Fig. 1: run 1, met1 routing
Drawn at 2 px/micron.
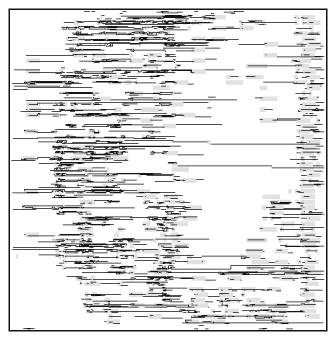
Fig. 2: run 1, signal wires on met2
Drawn at 3 px/micron.
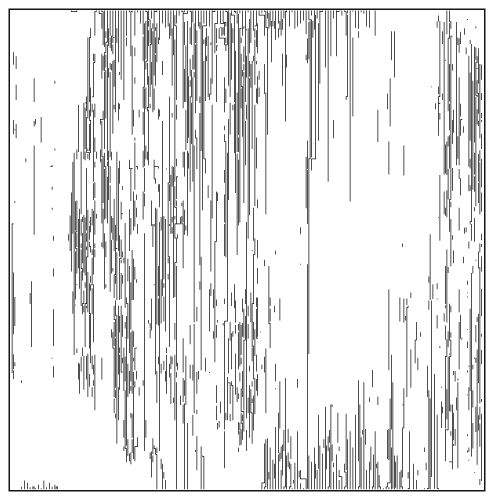
Fig. 3: run 1, the metal 3 layer
Drawn at 1.5 px/micron.
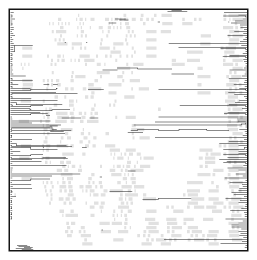
<file path="config.mk">
export PLATFORM = sky130hd
export DESIGN_NAME = rv32_mem_stage
export DESIGN_NICKNAME = d
export VERILOG_FILES = /design/src/rtl/rv32_mem_stage.sv
export SDC_FILE = /design/constraint.sdc
export NUM_CORES = 1
export LEC_CHECK = 0
export CELL_PAD_IN_SITES_DETAIL_PLACEMENT = 1
export CELL_PAD_IN_SITES_GLOBAL_PLACEMENT = 1
export CORE_AREA = 2 2 156 158
export CTS_CLUSTER_SIZE = 28
export DETAILED_ROUTE_END_ITERATION = 12
export DIE_AREA = 0 0 158 160
export DONT_BUFFER_PORTS = 1
export PLACE_DENSITY = 0.46
export SLEW_MARGIN = 15
export SYNTH_ARGS = -nofsm -noshare
export SYNTH_HDL_FRONTEND = slang
export SYNTH_SLANG_ARGS = --single-unit
</file>
<file path="constraint.sdc">
create_clock -name clk -period 7 [get_ports clk]
set_input_delay 1.4 -clock clk [delete_from_list [all_inputs] [get_ports clk]]
set_output_delay 1.4 -clock clk [all_outputs]
set_load 0.02 [all_outputs]
</file>
<file path="src/rtl/rv32_mem_stage.sv">
// RV32 memory stage: issues data-memory requests for loads/stores, extracts load lanes,
// and registers the writeback buffer, with misalignment and response-timeout faults.
package rv32_mem_pkg;

   typedef enum logic [3:0] {
      MEM_NONE, MEM_LB, MEM_LH, MEM_LW, MEM_LBU, MEM_LHU, MEM_SB, MEM_SH, MEM_SW
   } mem_op_t;

   typedef struct packed {
      logic [4:0] rd;
      logic [4:0] rs1;
      logic [4:0] rs2;
      logic       reg_write;
      mem_op_t    mem_op;
   } decoded_instr_t;

   typedef struct packed {
      logic [31:0]    instr;
      logic [31:0]    pc;
      decoded_instr_t decoded_instr;
      logic [31:0]    mem_addr;
      logic [31:0]    wb_result;
   } exec_mem_buffer_t;

   typedef struct packed {
      logic [31:0]    instr;
      logic [31:0]    pc;
      decoded_instr_t decoded_instr;
      logic [31:0]    wb_result;
      logic           fault;
   } mem_wb_buffer_t;

   typedef enum logic [1:0] {IDLE, REQ, WAIT} mem_state_t;

   localparam logic [31:0] RV_NOP = 32'h0000_0013;

   function automatic decoded_instr_t create_nop_ctrl();
      decoded_instr_t c;
      c = '0;
      c.mem_op = MEM_NONE;
      return c;
   endfunction

endpackage

module rv32_mem_stage
   import rv32_mem_pkg::*;
#(
   parameter int TIMEOUT_CYCLES = 255
) (
   input  logic             clk,
   input  logic             reset,
   input  exec_mem_buffer_t exec_mem_buff,
   output mem_wb_buffer_t   mem_wb_buff,
   output logic [31:0]      wb_bypass,
   output logic             mem_busy,
   output logic             dmem_req_valid,
   input  logic             dmem_req_ready,
   output logic [31:0]      dmem_addr,
   output logic             dmem_we,
   output logic [3:0]       dmem_be,
   output logic [31:0]      dmem_wdata,
   input  logic             dmem_rvalid,
   input  logic [31:0]      dmem_rdata
);

   localparam int CW = (TIMEOUT_CYCLES < 1) ? 1 : $clog2(TIMEOUT_CYCLES + 1);
   localparam logic [CW-1:0] T_LIM = CW'(TIMEOUT_CYCLES);

   mem_state_t     state_q, state_d;
   logic [CW-1:0]  cnt_q, cnt_d;
   mem_op_t        op;
   logic [31:0]    addr;
   logic [31:0]    wb_in;
   logic           is_load, is_store, is_mem, is_word, is_half;
   logic           aligned, active, timed_out;
   logic           req_valid, done, to_fault, busy_int;
   logic [31:0]    rshift;
   logic [7:0]     byte_v;
   logic [15:0]    half_v;
   logic [31:0]    load_data;
   mem_wb_buffer_t nxt;

   assign op    = exec_mem_buff.decoded_instr.mem_op;
   assign addr  = exec_mem_buff.mem_addr;
   assign wb_in = exec_mem_buff.wb_result;

   always_comb begin
      is_load   = op inside {MEM_LB, MEM_LH, MEM_LW, MEM_LBU, MEM_LHU};
      is_store  = op inside {MEM_SB, MEM_SH, MEM_SW};
      is_mem    = is_load | is_store;
      is_word   = op inside {MEM_LW, MEM_SW};
      is_half   = op inside {MEM_LH, MEM_LHU, MEM_SH};
      aligned   = is_word ? (addr[1:0] == 2'b00) : (is_half ? !addr[0] : 1'b1);
      active    = is_mem && aligned;
      timed_out = (state_q != IDLE) && (cnt_q >= T_LIM);
   end

   // Handshake: a request transfers on a cycle where dmem_req_valid && dmem_req_ready;
   // until then address, we, be and wdata stay stable because upstream holds the op.
   // Read data is taken on any cycle of the accepted load where dmem_rvalid is high.
   always_comb begin
      state_d   = state_q;
      cnt_d     = cnt_q;
      req_valid = 1'b0;
      done      = 1'b0;
      to_fault  = 1'b0;
      if (!active) begin
         done    = 1'b1;
         state_d = IDLE;
         cnt_d   = '0;
      end else if (timed_out) begin
         done     = 1'b1;
         to_fault = 1'b1;
         state_d  = IDLE;
         cnt_d    = '0;
      end else begin
         case (state_q)
            IDLE, REQ: begin
               req_valid = 1'b1;
               if (dmem_req_ready) begin
                  if (is_store || dmem_rvalid) begin
                     done    = 1'b1;
                     state_d = IDLE;
                     cnt_d   = '0;
                  end else begin
                     state_d = WAIT;
                     cnt_d   = cnt_q + 1'b1;
                  end
               end else begin
                  state_d = REQ;
                  cnt_d   = cnt_q + 1'b1;
               end
            end
            WAIT: begin
               if (dmem_rvalid) begin
                  done    = 1'b1;
                  state_d = IDLE;
                  cnt_d   = '0;
               end else begin
                  cnt_d = cnt_q + 1'b1;
               end
            end
            default: begin
               state_d = IDLE;
               cnt_d   = '0;
            end
         endcase
      end
   end

   assign busy_int       = active && !done;
   assign mem_busy       = busy_int && !reset;
   assign dmem_req_valid = req_valid && !reset;
   assign dmem_addr      = {addr[31:2], 2'b00};
   assign dmem_we        = is_store;
   assign wb_bypass      = mem_wb_buff.wb_result;

   always_comb begin
      dmem_be    = 4'b0000;
      dmem_wdata = 32'h0;
      case (op)
         MEM_LB, MEM_LBU, MEM_SB: dmem_be = 4'b0001 << addr[1:0];
         MEM_LH, MEM_LHU, MEM_SH: dmem_be = addr[1] ? 4'b1100 : 4'b0011;
         MEM_LW, MEM_SW:          dmem_be = 4'b1111;
         default:                 dmem_be = 4'b0000;
      endcase
      case (op)
         MEM_SB:  dmem_wdata = {4{wb_in[7:0]}};
         MEM_SH:  dmem_wdata = {2{wb_in[15:0]}};
         MEM_SW:  dmem_wdata = wb_in;
         default: dmem_wdata = 32'h0;
      endcase
   end

   always_comb begin
      rshift    = dmem_rdata >> {addr[1:0], 3'b000};
      byte_v    = rshift[7:0];
      half_v    = addr[1] ? dmem_rdata[31:16] : dmem_rdata[15:0];
      load_data = dmem_rdata;
      case (op)
         MEM_LB:  load_data = {{24{byte_v[7]}}, byte_v};
         MEM_LBU: load_data = {24'h0, byte_v};
         MEM_LH:  load_data = {{16{half_v[15]}}, half_v};
         MEM_LHU: load_data = {16'h0, half_v};
         default: load_data = dmem_rdata;
      endcase
   end

   always_comb begin
      nxt.instr         = exec_mem_buff.instr;
      nxt.pc            = exec_mem_buff.pc;
      nxt.decoded_instr = exec_mem_buff.decoded_instr;
      nxt.wb_result     = wb_in;
      nxt.fault         = 1'b0;
      if (busy_int) begin
         nxt.instr         = RV_NOP;
         nxt.decoded_instr = create_nop_ctrl();
         nxt.wb_result     = 32'h0;
      end else if (is_mem && !aligned) begin
         nxt.fault                   = 1'b1;
         nxt.decoded_instr.reg_write = 1'b0;
      end else if (to_fault) begin
         nxt.fault                   = 1'b1;
         nxt.wb_result               = 32'h0;
         nxt.decoded_instr.reg_write = 1'b0;
      end else if (active && is_load) begin
         nxt.wb_result = load_data;
      end
   end

   always_ff @(posedge clk) begin
      if (reset) begin
         state_q                   <= IDLE;
         cnt_q                     <= '0;
         mem_wb_buff.instr         <= RV_NOP;
         mem_wb_buff.pc            <= 32'h0;
         mem_wb_buff.decoded_instr <= create_nop_ctrl();
         mem_wb_buff.wb_result     <= 32'h0;
         mem_wb_buff.fault         <= 1'b0;
      end else begin
         state_q     <= state_d;
         cnt_q       <= cnt_d;
         mem_wb_buff <= nxt;
      end
   end

endmodule

</file>
==> run summary, run 1 <==
impl run done, here's what came out: Buffers & Inverters on Critical Path=1, Fmax achieved=between 0.2 and 0.25 GHz, GRT overflow=0, vias in the first global route=about 4500, status=complete, no violations, CTS H-tree depth=4, R2R depth=6, Post-CTS Resized=0, crit path cell chain=or4b_4, o21ai_1, buf_4, o31ai_1, and3_1, Signal buf overhead=0.00854, Tool Warnings=26, XOR Share, Synth=0.0137, Levels on crit path=5, clock network contribution to total cell area=0.100, clock share of power=0.470, Starting Density=0.241, Comb gates=approximately 380, Net Sw Frac=0.302, Post-synth top cells=dfxtp_1, buf_4, and2_1, o21ai_0, a21oi_1, most frequent cells in the layout=dfxtp_1, and2_1, o21ai_0, Power Sequential=between 0.8 and 0.9 mW, CTS Buffer Depth=2, worst-margin pin slew=approximately 1000 ps, combinational cell power=between 0.15 and 0.2 mW, syn avg cell area=~9.2 sq um, tap cell instance count=324, Adder Share, Synth=0.00566, R2R setup slack=about 4500 ps, final setup vio count=0, delay-heaviest family, CP=simple AND/OR/NAND/NOR gates, Worst VDD drop=108 uV, seq_cells=~130, FF-to-FF End=mem_wb_buff[114]$_SDFF_PP0_, I/O Pins=approximately 400, Comb area share=0.404, Hold Vio Cnt, Final=0, post-synth cell types=59, most frequent logic cell in the layout=dfxtp_1, launch point of the worst hold path=cnt_q[0]$_SDFF_PP0_, DP HPWL=17100 microns, Biggest register=mem_wb_buff, RSZ-0062 raised after global routing=no, cell count after synthesis=between 600 and 700, WL per Instance=~25 microns
Notes on Fig. 1 above:
wire length on this layer: 7760 microns
nets with wire on the layer: 606
share of all routed wire: 35%
main direction: horizontal
longest straight run: 70.4 microns

Notes on Fig. 2 above:
nets with wire on the layer: 636
main direction: vertical
share of all routed wire: 50%
longest straight run: 76.2 microns
vias: 4237
met2 Usage GRT: 0.292

Notes on Fig. 3 above:
longest straight run: 71.5 microns
nets with wire on the layer: 206
main direction: horizontal
wire length on this layer: 2580 microns
share of all routed wire: 12%
Routed WL: 21900 microns
met3 usage: 0.0885

[run 1: per-stage QoR]
stage / worst slack [ps] / util / hold slack [ps] / instance area, sq um / cells
6_report: 2800 / 0.258 / 473 / 6150 / 879
5_1_grt: 2720 / 0.258 / 514 / 6150 / 879
4_1_cts: 2780 / 0.258 / 476 / 6150 / 879
3_5_place_dp: 2780 / 0.232 / 460 / 5540 / 847
3_3_place_gp: 2800 / 0.232 / 447 / 5540 / 847
2_1_floorplan: 2650 / - / 430 / 5750 / 623
[run 1: per-layer routing]
layer | wire length (microns) | share of wire | vias up | GRT usage
met4 | 563 | 0.026 | 0 | 0.0692
met5 | 0 | 0 | - | 0
met2 | 11000 | 0.50 | 235 | 0.292
met1 | 7760 | 0.35 | 2051 | 0.163
met3 | 2580 | 0.12 | 37 | 0.0885
li1 | - | - | 1914 | -
Fig. 4: run 1, track usage over the die
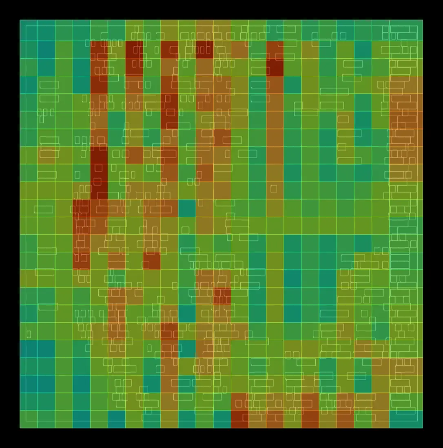

==> inputs of run 2 (changes only) <==
==> constraint.sdc (replaced) <==
create_clock -name clk -period 4.32 [get_ports clk]
set_input_delay 0.864 -clock clk [delete_from_list [all_inputs] [get_ports clk]]
set_output_delay 0.864 -clock clk [all_outputs]
set_load 0.02 [all_outputs]
Fig. 5: run 2, track usage over the die
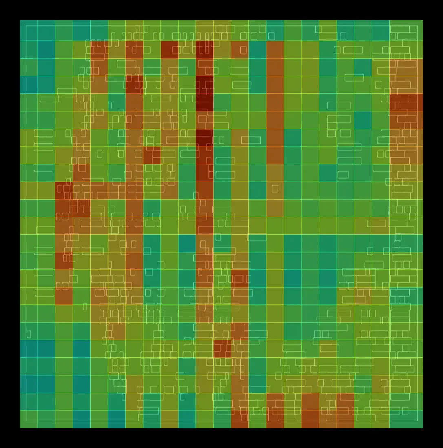
WL per Instance: 24.5 microns
GRT busiest layer: met2
met3 usage: 0.0825
Total Routing Usage GR: 0.165

==> run 2 against run 1 <==
Effect of this change: sequential power is 63% higher; setup slack got worse by 1600 ps; combinational power up 61%; clock power grew 56%; wire length is 1.3% lower; largest power group unchanged; highest routed layer unchanged.
==> run summary, run 2 <==
impl run done, here's what came out: Biggest register=mem_wb_buff, vias in the first global route=4489, DP HPWL=approximately 17000 microns, Post-synth top cells=dfxtp_1, buf_4, and2_1, o21ai_0, a21oi_1, R2R setup slack=approximately 1800 ps, aoi share=0.190, Hold Vio Cnt, Final=0, GRT overflow=0, delay-heaviest family, CP=simple AND/OR/NAND/NOR gates, cell count after synthesis=622, Post-CTS Resized=0, most frequent cells in the layout=dfxtp_1, and2_1, o21ai_0, Net Sw Frac=0.307, combinational cell power=between 0.2 and 0.3 mW, Adder Share, Synth=0.00566, Routed WL=21600 microns, XOR Share, Synth=0.0137, Fmax achieved=~0.32 GHz, CTS Hold Bufs=0, FF-to-FF End=mem_wb_buff[114]$_SDFF_PP0_, Starting Density=0.241, clock share of power=0.459, crit path cell chain=or4b_4, o21ai_1, buf_4, o31ai_1, and3_1, Seq cells post-synth=between 100 and 150, status=complete, no violations, Worst VDD drop=roughly 230 uV, cycle use final=0.721, placed cell count=about 850, I/O Pins=between 400 and 500, clock group power=approximately 1.4 mW, RSZ-0062 raised after global routing=no, final setup vio count=0, CTS Buffer Depth=2, vias=approximately 4300, syn avg cell area=9.24 sq um, worst-margin pin slew=~1100 ps, WHS=473 ps, R2R depth=6, dpl cell area=5560 sq um, input/output buffers=0, Levels on crit path=5, Buffers & Inverters on Critical Path=1, most frequent logic cell in the layout=dfxtp_1
run 2: cell count changes in the layout (fill, tap and decap cells not counted), sizes merged:
| cell | previous run | this run |
|---|---|---|
| bufinv | 2 | 1 |
| buf | 7 | 10 |
| clkinv | 2 | 3 |
run 2: per-layer routing:
layer,GRT usage,routed length [microns]
met5,0,0
met4,0.0573,442
met2,0.293,11000
met1,0.166,7580
met3,0.0825,2630
run 2: area by class of cell:
type	count	area share
clock buffers	17	0.0692
inverters	13	0.00793
flip-flops and latches	127	0.413
repair buffers	10	0.0122
clock inverters	15	0.0269
multi-input cells	376	0.404
well taps	324	0.0659
run 2: per-stage QoR:
step | utilization | setup slack [ps]
after CTS | 0.258 | 1180
final | 0.258 | 1210
after global placement | 0.233 | 1190
after detailed placement | 0.233 | 1140
after global routing | 0.258 | 1100
after floorplan | - | 1040
No activity file was given, so power comes from the tool's default toggle rates.
